==> config.mk <==
export PLATFORM = sky130hd
export DESIGN_NAME = read_only_cache_nway
export DESIGN_NICKNAME = d
export VERILOG_FILES = /design/src/rtl/ro_cache_pkg.sv /design/src/rtl/ro_cache_tag_array.sv /design/src/rtl/read_only_cache_nway.sv
export SDC_FILE = /design/constraint.sdc
export NUM_CORES = 2
export LEC_CHECK = 0
export CAP_MARGIN = 20
export CORE_UTILIZATION = 30
export CTS_CLUSTER_DIAMETER = 150
export CTS_CLUSTER_SIZE = 25
export DETAILED_ROUTE_END_ITERATION = 10
export SLEW_MARGIN = 20
export SYNTH_ARGS = -nofsm -noshare
export SYNTH_HDL_FRONTEND = slang
export SYNTH_MEMORY_MAX_BITS = 65536
export SYNTH_SLANG_ARGS = --single-unit
==> constraint.sdc <==
create_clock -name clk -period 20.8 [get_ports clk]
set_clock_uncertainty 0.05 [all_clocks]
set_input_delay 4.16 -clock clk [delete_from_list [all_inputs] [get_ports clk]]
set_output_delay 4.16 -clock clk [all_outputs]
set_load 0.005 [all_outputs]
==> src/rtl/ro_cache_pkg.sv <==
`default_nettype none
// ============================================================================
// Module   : ro_cache_pkg
// Purpose  : Shared state encoding and width helpers for the read-only cache.
// Revision : 1.0 - initial release
// ============================================================================
package ro_cache_pkg;

    typedef enum logic [1:0] {
        ST_IDLE   = 2'd0,
        ST_LOOKUP = 2'd1,
        ST_FILL   = 2'd2
    } state_e;

    function automatic int calc_offset_w(input int lines_w, input int data_w);
        return $clog2(lines_w / data_w);
    endfunction

    function automatic int calc_tag_w(input int ext_addr_w, input int set_addr_w);
        return ext_addr_w - set_addr_w;
    endfunction

    function automatic int calc_addr_w(input int ext_addr_w, input int lines_w, input int data_w);
        return ext_addr_w + calc_offset_w(lines_w, data_w);
    endfunction

    function automatic int calc_way_w(input int ways);
        return (ways > 1) ? $clog2(ways) : 1;
    endfunction

endpackage
`default_nettype wire

==> src/rtl/ro_cache_tag_array.sv <==
`default_nettype none
// ============================================================================
// Module   : ro_cache_tag_array
// Purpose  : Per-set tag, valid and round-robin pointer storage with lookup,
//            victim selection, fill write port and bulk invalidate.
// Revision : 1.0 - initial release
// ============================================================================
module ro_cache_tag_array
    import ro_cache_pkg::*;
#(
    parameter int SET_ADDR_W = 4,
    parameter int WAYS       = 2,
    parameter int TAG_W      = 22,
    parameter int WAY_W      = 1
) (
    input  logic                  clk,
    input  logic                  rst,
    input  logic [SET_ADDR_W-1:0] set_i,
    input  logic [TAG_W-1:0]      tag_i,
    output logic [WAYS-1:0]       hit_vec_o,
    output logic [WAY_W-1:0]      hit_way_o,
    output logic [WAY_W-1:0]      victim_o,
    input  logic                  wr_en_i,
    input  logic [WAY_W-1:0]      wr_way_i,
    input  logic [TAG_W-1:0]      wr_tag_i,
    input  logic                  wr_valid_i,
    input  logic                  inval_i
);

    localparam int c_SETS = 2 ** SET_ADDR_W;

    logic [TAG_W-1:0] tag_q   [c_SETS][WAYS];
    logic [WAYS-1:0]  valid_q [c_SETS];
    logic [WAY_W-1:0] ptr_q   [c_SETS];

    logic [WAYS-1:0]  w_valid;
    logic             w_full;
    logic [WAY_W-1:0] w_ptr_inc;

    assign w_valid   = valid_q[set_i];
    assign w_full    = &w_valid;
    assign w_ptr_inc = (ptr_q[set_i] == WAY_W'(WAYS - 1)) ? '0 : ptr_q[set_i] + 1'b1;

    generate
        for (genvar g = 0; g < WAYS; g++) begin : g_way
            assign hit_vec_o[g] = w_valid[g] && (tag_q[set_i][g] == tag_i);
        end
    endgenerate

    always_comb begin
        hit_way_o = '0;
        for (int i = 0; i < WAYS; i++) begin
            if (hit_vec_o[i]) begin
                hit_way_o = hit_way_o | WAY_W'(i);
            end
        end
    end

    // Descending scan so the lowest-index invalid way is the last one assigned.
    always_comb begin
        victim_o = ptr_q[set_i];
        for (int i = WAYS - 1; i >= 0; i--) begin
            if (!w_valid[i]) begin
                victim_o = WAY_W'(i);
            end
        end
    end

    always_ff @(posedge clk or posedge rst) begin
        if (rst) begin
            for (int s = 0; s < c_SETS; s++) begin
                valid_q[s] <= '0;
                ptr_q[s]   <= '0;
            end
        end else if (inval_i) begin
            for (int s = 0; s < c_SETS; s++) begin
                valid_q[s] <= '0;
                ptr_q[s]   <= '0;
            end
        end else if (wr_en_i) begin
            valid_q[set_i][wr_way_i] <= wr_valid_i;
            if (w_full) begin
                ptr_q[set_i] <= w_ptr_inc;
            end
        end
    end

    always_ff @(posedge clk) begin
        if (wr_en_i) begin
            tag_q[set_i][wr_way_i] <= wr_tag_i;
        end
    end

endmodule
`default_nettype wire

==> src/rtl/read_only_cache_nway.sv <==
`default_nettype none
// ============================================================================
// Module   : read_only_cache_nway
// Purpose  : N-way set-associative read-only word cache with line fills over
//            the external bus. Optional counters: RO_CACHE_STATS_EN.
// Revision : 1.0 - initial release
// ============================================================================
module read_only_cache_nway
    import ro_cache_pkg::*;
#(
    parameter int LINES_W    = 128,
    parameter int DATA_W     = 8,
    parameter int SET_ADDR_W = 4,
    parameter int WAYS       = 2,
    parameter int EXT_ADDR_W = 26
) (
    input  logic                                                clk,
    input  logic                                                rst,
    input  logic                                                read_rq,
    input  logic [calc_addr_w(EXT_ADDR_W, LINES_W, DATA_W)-1:0] address,
    input  logic                                                invalidate,
    output logic                                                ext_read_rq,
    input  logic                                                ext_rq_finished,
    output logic [EXT_ADDR_W-1:0]                               ext_address,
    input  logic [LINES_W-1:0]                                  ext_data,
    output logic [DATA_W-1:0]                                   read_data,
    output logic                                                finished,
    output logic                                                busy,
    output logic [31:0]                                         hit_count,
    output logic [31:0]                                         miss_count
);

    localparam int c_OFFSET_W = calc_offset_w(LINES_W, DATA_W);
    localparam int c_TAG_W    = calc_tag_w(EXT_ADDR_W, SET_ADDR_W);
    localparam int c_ADDR_W   = calc_addr_w(EXT_ADDR_W, LINES_W, DATA_W);
    localparam int c_WAY_W    = calc_way_w(WAYS);
    localparam int c_SETS     = 2 ** SET_ADDR_W;

    state_e                  state_q, state_d;
    logic [c_ADDR_W-1:0]     addr_q, addr_d;
    logic [DATA_W-1:0]       read_data_q, read_data_d;
    logic                    finished_q, finished_d;
    logic                    ext_rq_q, ext_rq_d;
    logic [EXT_ADDR_W-1:0]   ext_addr_q, ext_addr_d;

    logic [SET_ADDR_W-1:0]   w_set;
    logic [c_TAG_W-1:0]      w_tag;
    logic [c_OFFSET_W-1:0]   w_off;
    logic [WAYS-1:0]         w_hit_vec;
    logic [c_WAY_W-1:0]      w_hit_way;
    logic [c_WAY_W-1:0]      w_victim;
    logic                    w_lookup_hit;
    logic                    w_fill_done;
    logic [LINES_W-1:0]      w_hit_line;
    logic [DATA_W-1:0]       w_hit_word;
    logic [DATA_W-1:0]       w_fill_word;

    logic [LINES_W-1:0]      data_q [c_SETS][WAYS];

    assign w_set = addr_q[c_OFFSET_W +: SET_ADDR_W];
    assign w_tag = addr_q[c_ADDR_W-1 -: c_TAG_W];
    assign w_off = addr_q[c_OFFSET_W-1:0];

    // Invalidate during lookup turns any hit into a miss.
    assign w_lookup_hit = (state_q == ST_LOOKUP) && (|w_hit_vec) && !invalidate;
    assign w_fill_done  = (state_q == ST_FILL) && ext_rq_finished;

    ro_cache_tag_array #(
        .SET_ADDR_W (SET_ADDR_W),
        .WAYS       (WAYS),
        .TAG_W      (c_TAG_W),
        .WAY_W      (c_WAY_W)
    ) u_tags (
        .clk        (clk),
        .rst        (rst),
        .set_i      (w_set),
        .tag_i      (w_tag),
        .hit_vec_o  (w_hit_vec),
        .hit_way_o  (w_hit_way),
        .victim_o   (w_victim),
        .wr_en_i    (w_fill_done),
        .wr_way_i   (w_victim),
        .wr_tag_i   (w_tag),
        .wr_valid_i (!invalidate),
        .inval_i    (invalidate && (state_q == ST_IDLE))
    );

    always_ff @(posedge clk) begin
        if (w_fill_done) begin
            data_q[w_set][w_victim] <= ext_data;
        end
    end

    assign w_hit_line  = data_q[w_set][w_hit_way];
    assign w_hit_word  = w_hit_line[w_off * DATA_W +: DATA_W];
    assign w_fill_word = ext_data[w_off * DATA_W +: DATA_W];

    always_ff @(posedge clk or posedge rst) begin
        if (rst) begin
            state_q     <= ST_IDLE;
            addr_q      <= '0;
            read_data_q <= '0;
            finished_q  <= 1'b0;
            ext_rq_q    <= 1'b0;
            ext_addr_q  <= '0;
        end else begin
            state_q     <= state_d;
            addr_q      <= addr_d;
            read_data_q <= read_data_d;
            finished_q  <= finished_d;
            ext_rq_q    <= ext_rq_d;
            ext_addr_q  <= ext_addr_d;
        end
    end

    always_comb begin
        state_d     = state_q;
        addr_d      = addr_q;
        read_data_d = read_data_q;
        finished_d  = 1'b0;
        ext_rq_d    = ext_rq_q;
        ext_addr_d  = ext_addr_q;
        case (state_q)
            ST_IDLE: begin
                if (read_rq && !invalidate) begin
                    addr_d  = address;
                    state_d = ST_LOOKUP;
                end
            end
            ST_LOOKUP: begin
                if (w_lookup_hit) begin
                    read_data_d = w_hit_word;
                    finished_d  = 1'b1;
                    state_d     = ST_IDLE;
                end else begin
                    ext_rq_d   = 1'b1;
                    ext_addr_d = addr_q[c_ADDR_W-1:c_OFFSET_W];
                    state_d    = ST_FILL;
                end
            end
            ST_FILL: begin
                if (ext_rq_finished) begin
                    read_data_d = w_fill_word;
                    finished_d  = 1'b1;
                    ext_rq_d    = 1'b0;
                    state_d     = ST_IDLE;
                end
            end
            default: begin
                state_d = ST_IDLE;
            end
        endcase
    end

    assign ext_read_rq = ext_rq_q;
    assign ext_address = ext_addr_q;
    assign read_data   = read_data_q;
    assign finished    = finished_q;
    assign busy        = (state_q != ST_IDLE);

`ifdef RO_CACHE_STATS_EN
    logic [31:0] hit_cnt_q;
    logic [31:0] miss_cnt_q;

    always_ff @(posedge clk or posedge rst) begin
        if (rst) begin
            hit_cnt_q  <= '0;
            miss_cnt_q <= '0;
        end else if (invalidate) begin
            hit_cnt_q  <= '0;
            miss_cnt_q <= '0;
        end else if (state_q == ST_LOOKUP) begin
            if (w_lookup_hit) begin
                if (hit_cnt_q != 32'hFFFF_FFFF) begin
                    hit_cnt_q <= hit_cnt_q + 32'd1;
                end
            end else if (miss_cnt_q != 32'hFFFF_FFFF) begin
                miss_cnt_q <= miss_cnt_q + 32'd1;
            end
        end
    end

    assign hit_count  = hit_cnt_q;
    assign miss_count = miss_cnt_q;
`else
    assign hit_count  = '0;
    assign miss_count = '0;
`endif

endmodule
`default_nettype wire

==> images/layer_met3.png <==
(1 px per um)
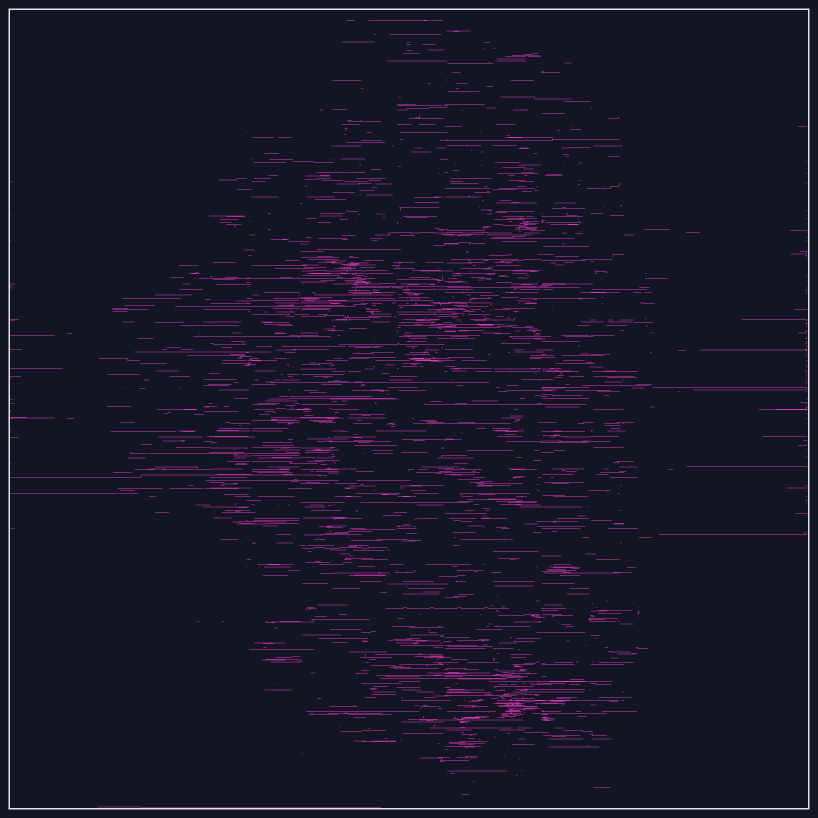
longest straight run: 240 um
main direction: horizontal
wire length on this layer: 34.9 mm
share of all routed wire: 6.7%

==> images/flops_by_reg.png <==
(1 px per um) Other sequential cells in the stronger grey, the rest of the logic in the fainter grey.
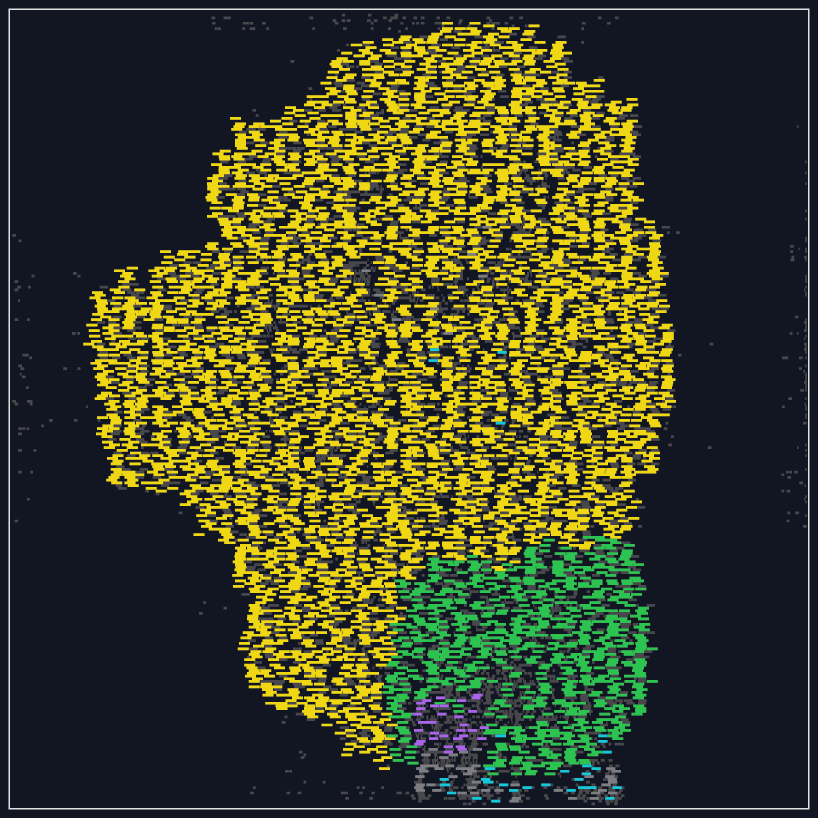
[purple] u_tags.valid_q | placed flops: 32 | where: bottom centre
[cyan] addr_q | placed flops: 30
[yellow] data_q | placed flops: 4096
[green] u_tags.tag_q | placed flops: 704
fraction of area in registers: 0.701
power attributed to sequential cells: 11.4 mW
Storage cell area: 147000 sq um

==> images/clocks.png <==
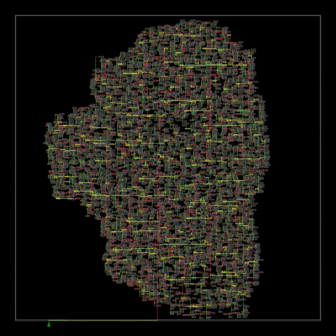
flip-flops: 4916
clock buffer count: 289

==> images/metal_density.png <==
(0.5 px per um) 40 x 40 tiles, from black (low) to pale yellow (high), scaled to the fullest tile. Values are wire area over tile area, all layers added.
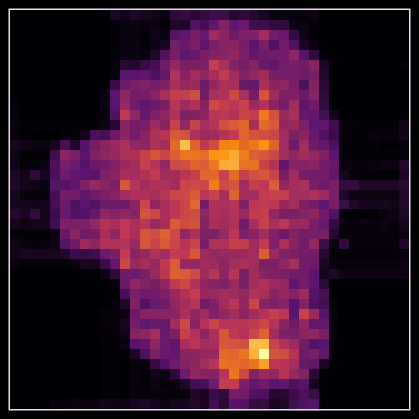
fullest tile: 0.62
densest ninth of the die: centre
tiles over half the peak: 10%
mean over tiles: 0.13

critical path, delay by kind of cell, from the launching register on:
family	cells	cell delay (ps)
AOI/OAI and AO/OA	6	2180
DFF	1	880
buffers and inverters	4	2910
and+or+nand+nor	5	2000
area by class of cell:
type	instances	area, sq um	area share
Antenna cell	23	57.6	0.000274
Inverter	18	77.6	0.000370
Tap cell	8379	10500	0.0500
Sequential cell	4916	147000	0.701
Clock buffer	289	5790	0.0276
Clock inverter	12	225	0.00107
Multi-Input combinational cell	2724	40900	0.195
Timing Repair Buffer	583	5160	0.0246
report_power, final:
part           total, mW  switching, mW  internal [mW]  leakage (nW)
registers           11.4          0.191           11.2          44.6
clock network       4.97           3.00           1.97          2.90
logic               8.09           4.50           3.59          15.3
==> out/summary.json <==
{
  "finish.instance_area_sq_um": 210000,
  "ff2ff_path_depth": 15,
  "layout.cells.most_common": "sky130_fd_sc_hd__edfxtp_1",
  "synth_async_sr_flop_share": 0.0236,
  "globalplace.congestion": 0.843,
  "fp.dieArea_sq_um": 637000,
  "remaining_drc_errors": 0,
  "registers.top_by_ff_count": "data_q",
  "syn-mean-instance-area_sq_um": 23.5,
  "cts_inserted_buffers": 219,
  "worst_reg2reg_endpoint": "read_data[4]$_DFFE_PP0P_",
  "grt_setup_unrepaired": "false",
  "outcome": "complete, no violations",
  "cp_cell_sequence": "buf_4, buf_4, buf_4, nor2b_1, a22oi_1, and3_1, o22a_1, or4b_1, a221oi_2, nand3_4, buf_12, o41ai_1, nand3b_1, a21o_2, o41ai_1",
  "global_route.usage.total": 0.160,
  "critical_path_launch_point_type": "register",
  "power.ir.vdd_worst_v": 0.000127,
  "drt_wl_total_mm": 524,
  "nNetsFinal": 8628,
  "latest_clock_arrival_within_the_worst_skew_pair_ps": 1010
}
Power is estimated from default activity; no workload was simulated.
